**config.mk**
```make
export PLATFORM = sky130hd
export DESIGN_NAME = hazard_sequencer_flat
export DESIGN_NICKNAME = d
export VERILOG_FILES = /design/src/rtl/hazard_sequencer_if.sv /design/src/rtl/hazard_sequencer.sv /design/src/flat_wrapper.sv
export SDC_FILE = /design/constraint.sdc
export NUM_CORES = 1
export LEC_CHECK = 0
export ABC_AREA = 1
export CAP_MARGIN = 15
export CELL_PAD_IN_SITES_DETAIL_PLACEMENT = 1
export CELL_PAD_IN_SITES_GLOBAL_PLACEMENT = 1
export CORE_ASPECT_RATIO = 0.9
export CORE_MARGIN = 2
export CORE_UTILIZATION = 46
export DETAILED_ROUTE_END_ITERATION = 6
export GPL_TIMING_DRIVEN = 0
export MAX_ROUTING_LAYER = met4
export PLACE_DENSITY_LB_ADDON = 0.1
export SYNTH_ARGS = -nofsm -noshare
export SYNTH_HDL_FRONTEND = slang
export SYNTH_SLANG_ARGS = --single-unit
```
**constraint.sdc**
```tcl
create_clock -name clk -period 3.35 [get_ports clk]
set_input_delay 0.335 -clock clk [delete_from_list [all_inputs] [get_ports clk]]
set_output_delay 0.335 -clock clk [all_outputs]
set_load 0.02 [all_outputs]
```
**src/rtl/hazard_sequencer_if.sv**
```systemverilog
// Hazard sequencer bus: pipeline hazard requests and controls, plus the
// performance-counter read port and watchdog flag. The master side is the
// pipeline/host; the slave side is the hazard sequencer itself.
interface hazard_sequencer_if #(
  parameter int NUM_STAGES   = 5,
  parameter int NUM_REDIRECT = 2,
  parameter int PC_WIDTH     = 32,
  parameter int CNT_WIDTH    = 32,
  parameter int SEL_WIDTH    = 4
);
  logic [NUM_STAGES-2:0]            stall_req;
  logic [NUM_REDIRECT-1:0]          redirect_valid;
  logic [NUM_REDIRECT*PC_WIDTH-1:0] redirect_target;
  logic [NUM_STAGES-1:0]            hc_stall;
  logic [NUM_STAGES-1:0]            hc_flush;
  logic                             load_pc_we;
  logic [PC_WIDTH-1:0]              load_pc_new_pc;
  logic [SEL_WIDTH-1:0]             cnt_sel;
  logic                             cnt_clear;
  logic [CNT_WIDTH-1:0]             cnt_rdata;
  logic                             wdog_timeout;

  modport master (
    output stall_req, redirect_valid, redirect_target, cnt_sel, cnt_clear,
    input  hc_stall, hc_flush, load_pc_we, load_pc_new_pc, cnt_rdata, wdog_timeout
  );

  modport slave (
    input  stall_req, redirect_valid, redirect_target, cnt_sel, cnt_clear,
    output hc_stall, hc_flush, load_pc_we, load_pc_new_pc, cnt_rdata, wdog_timeout
  );
endinterface

```
**src/rtl/hazard_sequencer.sv**
```systemverilog
// Hazard sequencer for an in-order pipeline of arbitrary depth.
// Stall/flush/PC-load controls are combinational; performance counters,
// the counter read port and the fetch-starvation watchdog are registered.
// Redirect sources must sit at stage 1 or later (REDIR_BASE >= 1) so that
// their stall gating never depends on the PC load they produce.
module hazard_sequencer #(
  parameter int NUM_STAGES   = 5,
  parameter int NUM_REDIRECT = 2,
  parameter int REDIR_BASE   = 1,
  parameter int DELAY_SLOT   = 1,
  parameter int PC_WIDTH     = 32,
  parameter int CNT_WIDTH    = 32,
  parameter int SEL_WIDTH    = 4,
  parameter int WDOG_LIMIT   = 1024
) (
  input logic               clk,
  input logic               rst_n,
  hazard_sequencer_if.slave bus
);

  localparam int NUM_CNT = NUM_STAGES + NUM_REDIRECT;
  localparam int STG_W   = (NUM_STAGES > 1) ? $clog2(NUM_STAGES) : 1;
  localparam int RED_W   = (NUM_REDIRECT > 1) ? $clog2(NUM_REDIRECT) : 1;
  localparam int WDOG_W  = (WDOG_LIMIT > 0) ? $clog2(WDOG_LIMIT + 1) : 1;
  localparam logic [WDOG_W-1:0] WDOG_MAX = WDOG_W'(WDOG_LIMIT);
  localparam logic              WDOG_EN  = (WDOG_LIMIT != 0) ? 1'b1 : 1'b0;

  // Saturating increment: all-ones sticks.
  function automatic logic [CNT_WIDTH-1:0] sat_inc(input logic [CNT_WIDTH-1:0] v);
    sat_inc = (&v) ? v : (v + CNT_WIDTH'(1));
  endfunction

  logic [NUM_STAGES-1:0]  stall_ext_s;
  logic [NUM_STAGES-1:0]  hc_stall_s;
  logic [NUM_STAGES-1:0]  hc_flush_s;
  logic [NUM_REDIRECT-1:0] accept_s;
  logic                   load_pc_we_s;
  logic [PC_WIDTH-1:0]    new_pc_s;
  logic [RED_W-1:0]       winner_idx_s;
  logic [STG_W-1:0]       winner_stage_s;
  logic [NUM_CNT-1:0]     cnt_inc_s;
  logic [CNT_WIDTH-1:0]   rd_mux_s;
  logic                   fetch_starve_s;
  logic [WDOG_W-1:0]      wdog_next_s;

  logic [CNT_WIDTH-1:0]   cnt_r [NUM_CNT];
  logic [CNT_WIDTH-1:0]   cnt_rdata_r;
  logic [WDOG_W-1:0]      wdog_cnt_r;
  logic                   wdog_timeout_r;

  // Stall chain from writeback back to decode, then redirect arbitration,
  // then the fetch stall (a redirect overrides a fetch miss, not a downstream stall).
  always_comb begin
    stall_ext_s    = {1'b0, bus.stall_req};
    hc_stall_s     = '0;
    for (int i = NUM_STAGES - 2; i >= 1; i--) begin
      hc_stall_s[i] = stall_ext_s[i] | hc_stall_s[i+1];
    end
    accept_s       = '0;
    load_pc_we_s   = 1'b0;
    new_pc_s       = '0;
    winner_idx_s   = '0;
    winner_stage_s = '0;
    // Ascending scan: the last accepted source (oldest) wins.
    for (int r = 0; r < NUM_REDIRECT; r++) begin
      accept_s[r]    = bus.redirect_valid[r] & ~hc_stall_s[REDIR_BASE+r];
      load_pc_we_s   = load_pc_we_s | accept_s[r];
      new_pc_s       = accept_s[r] ? bus.redirect_target[r*PC_WIDTH +: PC_WIDTH] : new_pc_s;
      winner_idx_s   = accept_s[r] ? RED_W'(r) : winner_idx_s;
      winner_stage_s = accept_s[r] ? STG_W'(REDIR_BASE + r) : winner_stage_s;
    end
    hc_stall_s[0] = (stall_ext_s[0] & ~load_pc_we_s) | hc_stall_s[1];
  end

  // Flushes: bubble behind a stage that stalls while its successor moves,
  // plus the wrong-path stages younger than the winning redirect.
  always_comb begin
    hc_flush_s = '0;
    for (int i = 0; i <= NUM_STAGES - 2; i++) begin
      hc_flush_s[i+1] = stall_ext_s[i] & ~hc_stall_s[i+1];
    end
    for (int k = 1; k < NUM_STAGES; k++) begin
      hc_flush_s[k] = hc_flush_s[k] |
                      (load_pc_we_s & ((k + DELAY_SLOT) <= int'(winner_stage_s)));
    end
  end

  // Per-counter increment enables and the watchdog starvation condition.
  always_comb begin
    cnt_inc_s    = '0;
    cnt_inc_s[0] = 1'b1;
    for (int i = 0; i <= NUM_STAGES - 2; i++) begin
      cnt_inc_s[1+i] = stall_ext_s[i];
    end
    for (int r = 0; r < NUM_REDIRECT; r++) begin
      cnt_inc_s[NUM_STAGES+r] = load_pc_we_s & (winner_idx_s == RED_W'(r));
    end
    fetch_starve_s = hc_stall_s[0] & ~load_pc_we_s;
    wdog_next_s    = (wdog_cnt_r == WDOG_MAX) ? WDOG_MAX : (wdog_cnt_r + WDOG_W'(1));
  end

  // Counter read mux; unmatched selects read zero.
  always_comb begin
    rd_mux_s = '0;
    for (int j = 0; j < NUM_CNT; j++) begin
      rd_mux_s = (bus.cnt_sel == SEL_WIDTH'(j)) ? cnt_r[j] : rd_mux_s;
    end
  end

  // Saturating performance counters with synchronous clear priority.
  always_ff @(posedge clk or negedge rst_n) begin
    if (!rst_n) begin
      for (int j = 0; j < NUM_CNT; j++) cnt_r[j] <= '0;
    end else if (bus.cnt_clear) begin
      for (int j = 0; j < NUM_CNT; j++) cnt_r[j] <= '0;
    end else begin
      for (int j = 0; j < NUM_CNT; j++) begin
        if (cnt_inc_s[j]) cnt_r[j] <= sat_inc(cnt_r[j]);
      end
    end
  end

  // Registered counter read port (shows pre-increment values).
  always_ff @(posedge clk or negedge rst_n) begin
    if (!rst_n) begin
      cnt_rdata_r <= '0;
    end else begin
      cnt_rdata_r <= rd_mux_s;
    end
  end

  // Fetch-starvation watchdog with sticky timeout flag.
  always_ff @(posedge clk or negedge rst_n) begin
    if (!rst_n) begin
      wdog_cnt_r     <= '0;
      wdog_timeout_r <= 1'b0;
    end else if (bus.cnt_clear) begin
      wdog_cnt_r     <= '0;
      wdog_timeout_r <= 1'b0;
    end else if (fetch_starve_s) begin
      wdog_cnt_r <= wdog_next_s;
      if (WDOG_EN && (wdog_next_s == WDOG_MAX)) wdog_timeout_r <= 1'b1;
    end else begin
      wdog_cnt_r <= '0;
    end
  end

  assign bus.hc_stall       = hc_stall_s;
  assign bus.hc_flush       = hc_flush_s;
  assign bus.load_pc_we     = load_pc_we_s;
  assign bus.load_pc_new_pc = new_pc_s;
  assign bus.cnt_rdata      = cnt_rdata_r;
  assign bus.wdog_timeout   = wdog_timeout_r;

endmodule

```
**src/flat_wrapper.sv**
```systemverilog
// flat-port wrapper written by rule: the top's interface ports become plain ports
module hazard_sequencer_flat 
#(
  parameter int NUM_STAGES   = 5,
  parameter int NUM_REDIRECT = 2,
  parameter int REDIR_BASE   = 1,
  parameter int DELAY_SLOT   = 1,
  parameter int PC_WIDTH     = 32,
  parameter int CNT_WIDTH    = 32,
  parameter int SEL_WIDTH    = 4,
  parameter int WDOG_LIMIT   = 1024
)
  (clk, rst_n, bus_stall_req, bus_redirect_valid, bus_redirect_target, bus_cnt_sel, bus_cnt_clear, bus_hc_stall, bus_hc_flush, bus_load_pc_we, bus_load_pc_new_pc, bus_cnt_rdata, bus_wdog_timeout);
  hazard_sequencer_if #(.NUM_STAGES(NUM_STAGES), .NUM_REDIRECT(NUM_REDIRECT), .PC_WIDTH(PC_WIDTH), .CNT_WIDTH(CNT_WIDTH), .SEL_WIDTH(SEL_WIDTH)) bus_i ();
  input logic clk;
  input logic rst_n;
  input wire logic [$bits(bus_i.stall_req)-1:0] bus_stall_req;
  input wire logic [$bits(bus_i.redirect_valid)-1:0] bus_redirect_valid;
  input wire logic [$bits(bus_i.redirect_target)-1:0] bus_redirect_target;
  input wire logic [$bits(bus_i.cnt_sel)-1:0] bus_cnt_sel;
  input wire logic [$bits(bus_i.cnt_clear)-1:0] bus_cnt_clear;
  output wire logic [$bits(bus_i.hc_stall)-1:0] bus_hc_stall;
  output wire logic [$bits(bus_i.hc_flush)-1:0] bus_hc_flush;
  output wire logic [$bits(bus_i.load_pc_we)-1:0] bus_load_pc_we;
  output wire logic [$bits(bus_i.load_pc_new_pc)-1:0] bus_load_pc_new_pc;
  output wire logic [$bits(bus_i.cnt_rdata)-1:0] bus_cnt_rdata;
  output wire logic [$bits(bus_i.wdog_timeout)-1:0] bus_wdog_timeout;
  assign bus_i.stall_req = bus_stall_req;
  assign bus_i.redirect_valid = bus_redirect_valid;
  assign bus_i.redirect_target = bus_redirect_target;
  assign bus_i.cnt_sel = bus_cnt_sel;
  assign bus_i.cnt_clear = bus_cnt_clear;
  assign bus_hc_stall = bus_i.hc_stall;
  assign bus_hc_flush = bus_i.hc_flush;
  assign bus_load_pc_we = bus_i.load_pc_we;
  assign bus_load_pc_new_pc = bus_i.load_pc_new_pc;
  assign bus_cnt_rdata = bus_i.cnt_rdata;
  assign bus_wdog_timeout = bus_i.wdog_timeout;
  hazard_sequencer #(.NUM_STAGES(NUM_STAGES), .NUM_REDIRECT(NUM_REDIRECT), .REDIR_BASE(REDIR_BASE), .DELAY_SLOT(DELAY_SLOT), .PC_WIDTH(PC_WIDTH), .CNT_WIDTH(CNT_WIDTH), .SEL_WIDTH(SEL_WIDTH), .WDOG_LIMIT(WDOG_LIMIT)) u_core (.clk(clk), .rst_n(rst_n), .bus(bus_i));
endmodule
```
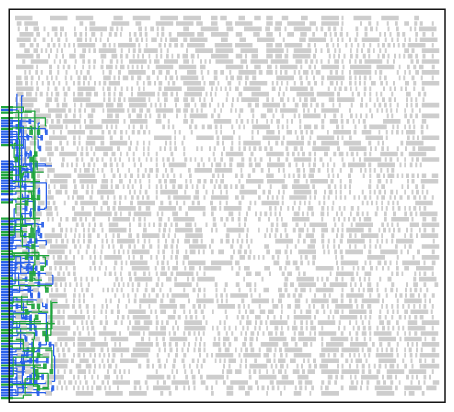
*Port wiring*
Scale: 2 px per um.
| color | port | bits | direction | end cells | buffers | wire |
|---|---|---|---|---|---|---|
| blue | bus_redirect_target | 64 | input | 64 | 64 | 1,130 um |
| green | bus_load_pc_new_pc | 32 | output | 32 | 32 | 941 um |
I/O Buffers: 149
Top-Level Pins: 153

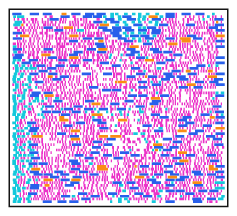
*Cells colored by class*
Scale: 1 px per um.
| color | class | cells |
|---|---|---|
| cyan | other buffers and delay cells | 244 |
| orange | clock drivers and dummy loads | 58 |
| blue | flops | 268 |
| magenta | all other logic | 2,487 |
Final Cell Area: 0.02230 mm^2
Core Region: 0.04046 mm^2

==> CHANGELOG.md <==
### Metrics

- Status: complete, no violations
- FP Rows: roughly 70
- Clock buf/inv share: 5.543%
- Hold WS: 0.2603 ns
- Post-synth regs: ~270
- Place WS: -0.2858 ns
- Critical-path top delay cell: clkdlybuf4s50_1
- Setup CP Type: input port to output port
- Hold Crit Start: bus_cnt_clear
- ANT nets after route: 0
- WHS Endpoint: u_core.cnt_r[106]
- Crit path max-delay family: buffers and inverters
- Via density: 6.022
- Yosys xor share: about 2%
- Endpoints failing setup: 0
- Non-clk buf share: 9.712%
- Sink Count: 268
- Residual DRC: 0
- Crit path to: bus_load_pc_new_pc[27]
- Crit path DAT: 2.94 ns
- Aoi share: around 11%
- Non-Clock Inverter Count: 296
- Chip Area, Yosys: around 0.019 mm^2
- Routability cong.: 1.054
- FFs w/ async S/R, synth: 100.0%
- Synth Seq Share: 35.68%
- Reg with most FFs: u_core.cnt_r
- Logic family by area: simple AND/OR/NAND/NOR gates
- Final WL: 85,260 um
- Iteration count of the initial detailed-routing pass: 6
- Fp util: 46.45%
- Worst EP required: 3.01 ns
- Layout Nets: 3,121
- Critical-path cell list: clkdlybuf4s50_1 > nor2_4 > nand2_1 > clkinv_1 > clkbuf_1 > nand2_1 > o21ai_2 > clkdlybuf4s50_1
- Final Core Density: 55.11%
- Max stage delay on crit path: 0.65 ns
- R2R setup slack: 0.94 ns
- Max FFs per register: ~220
- Buffers excl. clock: 244
- Sw Ratio: 26.29%
- Tool Warnings: 29
- Hold Fails Final Rpt: 0
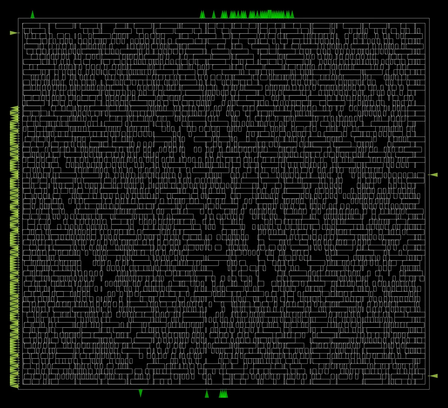
*Placed standard cells*
Tap Count: 540
sequential share of cell area: 30.07%
flop count: 268
fin cells: 3,599

metal layers:
layer	track usage [%]	routed length, um	vias to the layer above
met5	-	0	-
met4	18.04	3878	0
met3	6.651	8061	209
met2	61.20	36790	1086
met1	56.30	36530	10761
li1	-	-	9617
layout by cell type, fill, tap and decap left out, drive strengths merged, types with 2 or more instances in the layout:
cell type / n
nand4: 43
a21o: 12
o22ai: 12
nor2: 346
or2: 26
nand3: 333
o221ai: 17
clkinv: 6
nand2: 926
dfrtp: 268
buf: 73
inv: 295
nand3b: 5
a21oi: 34
diode: 2
o2111ai: 7
o21ai: 243
xor2: 31
and3: 2
a31oi: 4
a211oi: 3
clkdlybuf4s50: 147
xnor2: 11
clkbuf: 70
conb: 2
nor3b: 2
o211ai: 7
o31ai: 11
ha: 9
nor3: 104
bufinv: 5
